==> config.mk <==
export PLATFORM = sky130hd
export DESIGN_NAME = if_id_stage_reg_flat
export DESIGN_NICKNAME = d
export VERILOG_FILES = /design/src/rtl/if_id_stage_reg_if.sv /design/src/rtl/if_id_stage_reg.sv /design/src/flat_wrapper.sv
export SDC_FILE = /design/constraint.sdc
export NUM_CORES = 1
export LEC_CHECK = 0
export CORE_MARGIN = 2
export CORE_UTILIZATION = 44
export CTS_CLUSTER_DIAMETER = 200
export DETAILED_ROUTE_END_ITERATION = 7
export PLACE_DENSITY = 0.76
export SETUP_SLACK_MARGIN = 0.1
export SLEW_MARGIN = 0
export SYNTH_ARGS = -nofsm -noshare
export SYNTH_HDL_FRONTEND = slang
export SYNTH_SLANG_ARGS = --single-unit
==> constraint.sdc <==
create_clock -name clk -period 1.9 [get_ports clk]
set_clock_uncertainty 0.2 [all_clocks]
set_input_delay 0.57 -clock clk [delete_from_list [all_inputs] [get_ports clk]]
set_output_delay 0.57 -clock clk [all_outputs]
set_load 0.02 [all_outputs]
Figure 1. Cell area per tile (run 1).
The die is cut into 12 by 12 equal tiles; white is low, dark blue is high, 0 to 100% covered.
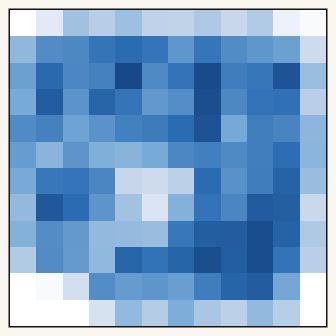
fullest tile: 90%
tiles over 75% full: 19%
mean over tiles: 54%
emptiest ninth of the die: lower left
nearly empty tiles: 4.9%
Core Util at FP: 0.452
Core ar.: 13900 um^2

Figure 2. Cell placement (run 1).
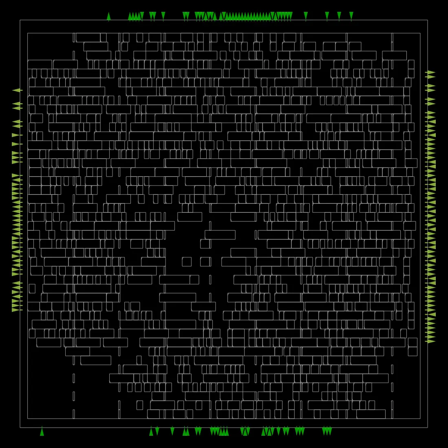
Cell Count, Final, Fillers Out: 1170
n_taps: 180
sequential cell area share: 0.349
num rows: 43

Figure 3. Signal wires on met3 (run 1).
Scale bar: 20 um.
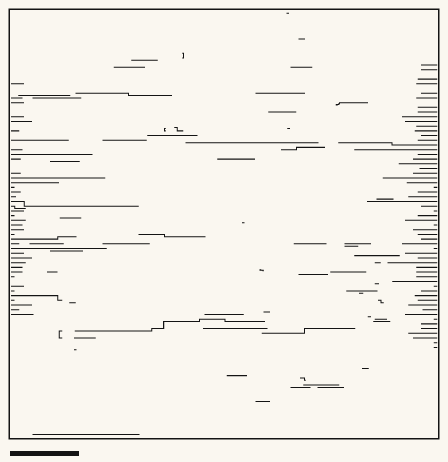
share of all routed wire: 7.1%
wire length on this layer: 1220 um
main direction: horizontal
longest straight run: 38.2 um
nets with wire on the layer: 136
vias: 6204
drt total wl: 17.3 mm
GR Util met3: 0.0618

==> metrics.yaml, run 1 <==
status: "complete, no violations"
port_buffers: 173
setup_slack_ns: 0.116
numCtsBuffers: 17
clockBufferDepth: 2
setup_tns_ns: 0
r2r_cells: 5
endpoint_kind: "output port"
seq-power_mw: 3.17
grt_pass1_wl_mm: 27.1
cts_setup_buffers: 1
die-width_um: 124
grt_usage: 0.225
avgRoutedWirePerCell_um: 14.8
timing.slew.headroom: 0.642
yosysTopAreaCellShare: 0.464
gp_congestion: 0.827
grt_pass1_vias: 5423
crit_path_start_kind: "flip-flop"
final_core_util: 0.606
r2r_slack_ns: 0.12
drtIter0Drc: 504
die_height_um: 124
cts.sinks: 146
dp_hpwl_mm: 11.1
fillers: 1318
clock_latency_ns: 0.42
yosys_area_um2: 6300
p_comb_mw: 0.703
max-cap-violations: 0
ys.flops: 146
synth_area_um2: 6300
min_path_cells: 2
power_leader: "clock"
antennaDiodeCount: 0
dpl_worst_slack_ns: -0.518
vdd_drop_max_mv: 0.910
fin_nets: 1047
power.total_mw: 7.32
drive_gt1_frac: 0.218
cts-root-buf: "clkbuf_16"
pwr_density_cell_nw_per_um2: 866
drtPass1Iterations: 7
hold_slack_ns: 0.253
finalSetupViolCount: 0
syn2layout_area_growth_pct: 34.1
synth_cell_type_count: 35
area_leaders: "dfxtp_1 46%, a21oi_1 15%, nand2_1 12%, nand3b_1 7.3%, nor2_1 4.1%"
design.portCount: 174
crit_cells: 1
power_frac_clock: 0.470
p_switching_mw: 1.70
ys_warn_count: 0
rsz0062_at_grt: "true"
==> run 1: synthesized netlist by cell type <==
master and count:
a211o_1 3, a21oi_1 195, a221oi_1 3, and3_1 2, and3b_1 1, and4_1 4
buf_1 13, buf_2 2, buf_4 24, buf_6 1, clkbuf_1 50, dfxtp_1 146
ha_1 1, inv_1 4, inv_2 2, mux2i_1 4, nand2_1 198, nand2b_1 3
nand3_1 7, nand3b_1 61, nand4_1 6, nand4_2 1, nor2_1 69, nor2b_1 1
nor3_1 2, nor3b_1 1, nor4_1 2, nor4b_1 1, o211ai_1 3, o21ai_1 5
o21bai_1 1, o311a_1 1, o31ai_1 5, or3_1 5, or4_1 5
==> run 1: worst register-to-register path, cell delays in order, from the launching register on <==
cell     delay [ns]
dfxtp_2        0.36
buf_4          0.12
nand4_1        0.16
buf_4          0.20
or4_4          0.51
a21oi_2        0.15
==> run 1: logic make-up (layout without fill, tap and decap cells) <==
| logic type | count (synthesis) | count (layout) | synth area share |
|---|---|---|---|
| multiplexers | 4 | 4 | 0.00635 |
| AND/OR/NAND/NOR | 369 | 369 | 0.275 |
| flip-flops | 146 | 146 | 0.464 |
| buffers and inverters | 96 | 254 | 0.0731 |
| adder cells (fa/ha/maj) | 1 | 1 | 0.00199 |
| AND-OR/OR-AND | 216 | 216 | 0.180 |
==> run 1: area by class of cell <==
cell class                      instances  share of cell area
Clock inverter                          9              0.0151
Timing Repair Buffer                  216               0.195
Clock buffer                           23              0.0566
Tap cell                              180              0.0267
Inverter                                6             0.00267
Multi-Input combinational cell        590               0.355
Sequential cell                       146               0.349
==> run 1: per-layer routing <==
layer,up-vias,global-route usage,part of all wire
li1,3082,-,-
met1,2890,0.302,0.45
met2,215,0.353,0.46
met3,17,0.0618,0.071
met4,0,0.0682,0.011
met5,-,0,0
Figure 4. Cell classes on the final placement (run 1).
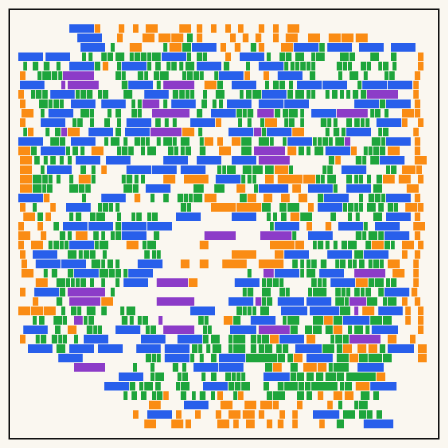

==> run 2, diff against run 1 <==
--- a/config.mk
+++ b/config.mk
@@ -7,6 +7,7 @@
 export LEC_CHECK = 0
 export CORE_MARGIN = 2
 export CORE_UTILIZATION = 44
+export CTS_BUF_LIST = sky130_fd_sc_hd__clkbuf_4 sky130_fd_sc_hd__clkbuf_8 sky130_fd_sc_hd__clkbuf_16
 export CTS_CLUSTER_DIAMETER = 200
 export DETAILED_ROUTE_END_ITERATION = 7
 export PLACE_DENSITY = 0.76
Figure 5. Cell classes on the final placement (run 2).
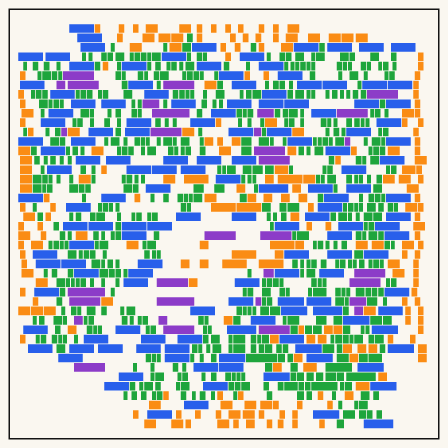
[registers] blue | cells: 146
[remaining logic cells] green | cells: 596
[remaining buffers and delay cells] orange | cells: 216
[clock drivers and dummy loads] purple | cells: 32
sequential cell area share: 0.349
Final Instance Area: 8460 um^2
final core utilization: 0.607

==> metrics.yaml, run 2 <==
ff_type: "dfxtp_1"
top_cells_by_count: "198 x nand2_1, 195 x a21oi_1, 146 x dfxtp_1, 69 x nor2_1, 61 x nand3b_1"
fillers: 1320
drive_gt1_frac: 0.219
topCombFamilyByArea: "simple AND/OR/NAND/NOR gates"
die-width_um: 124
ys_sh_xor: 0
numCtsBuffers: 17
setup_slack_ns: 0.0748
rows: 43
timing.slew.headroom: 0.641
initCoreUtil: 0.452
yosys_area_um2: 6300
status: "complete, no violations"
async_flop_share: 0
area_leaders: "dfxtp_1 46%, a21oi_1 15%, nand2_1 12%, nand3b_1 7.3%, nor2_1 4.1%"
clockBufferDepth: 2
aoi_share: 0.180
design.portCount: 174
synth-edff-count: 0
dr_total_vias: 6139
use_met2: 0.360
ys_warn_count: 0
ys_sh_adder: 0.00199
dpl_worst_slack_ns: -0.518
grt_pass1_wl_mm: 27.3
top_cell: "nand2_1"
min_path_cells: 2
r2r_cells: 6
synth_cell_type_count: 35
antennaDiodeCount: 0
use_met1: 0.302
power_frac_clock: 0.473
grt_usage: 0.226
gp_congestion: 0.827
ys.flops: 146
Figure 6. Where the registers sit (run 2).
Scale bar: 20 um. Other sequential cells in the stronger grey, the rest of the logic in the fainter grey.
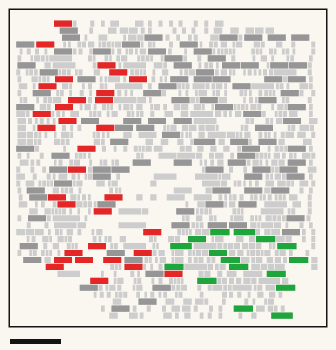
[u_core.stall_cycles] green | sequential cells: 16
[u_core.skid_pc_q] red | sequential cells: 32
Seq power: 3.17 mW
FF/Latch Area: 2950 um^2

-- run 2: cell counts after synthesis --
Identical to the previous run, type by type.
-- run 2: timing repair --
action                     4_1_cts  5_1_grt
setup endpoints to repair      120       83
gates resized                  411       46
buffers inserted                 1        2
pin swaps                        4        7
gates cloned                     0        1
-- run 2: cell families after synthesis --
logic type      after synthesis
compound gates              216
simple gates                369
mux                           4
fa+ha+maj                     1
buf+inv                      96
flops                       146
-- run 2: metrics by stage --
step / instances / hold WS (ns) / TNS, ns
finish: 1170 / 0.252 / 0
global route: 1170 / 0.269 / 0
CTS: 1167 / 0.255 / 0
detailed placement: 1134 / 0.247 / -27.41
global placement: 1134 / 0.242 / -25.88
floorplan: 832 / 0.237 / -0.262
-- run 2: layer usage --
metal	vias up	share of wire
li1	3082	-
met1	2855	0.45
met2	188	0.47
met3	14	0.068
met4	0	0.011
met5	-	0
-- run 2: final cells by class --
class	instances	share of cell area
tap	180	0.0266
clock buffer	23	0.0578
sequential	146	0.349
inverter	6	0.00266
timing repair buffer	216	0.194
clock inverter	9	0.0151
multi-input combinational	590	0.355
-- run 2: power by group through the flow --
stage | logic [mW] | clock network (mW) | registers (mW)
2_1_floorplan | 0.348 | 0 | 3.27
3_3_place_gp | 0.730 | 0 | 3.24
3_5_place_dp | 0.735 | 0 | 3.25
4_1_cts | 0.710 | 3.53 | 3.18
5_1_grt | 0.771 | 3.65 | 3.18
6_report | 0.703 | 3.48 | 3.17
-- run 2: worst max-delay path, delay by kind of cell, from the launching register on --
kind | cells | cell delay [ns]
flip-flops | 1 | 0.35
buffers and inverters | 2 | 0.33
AND/OR/NAND/NOR | 3 | 0.72
AND-OR/OR-AND | 1 | 0.15
Power and IR drop assume default switching activity.
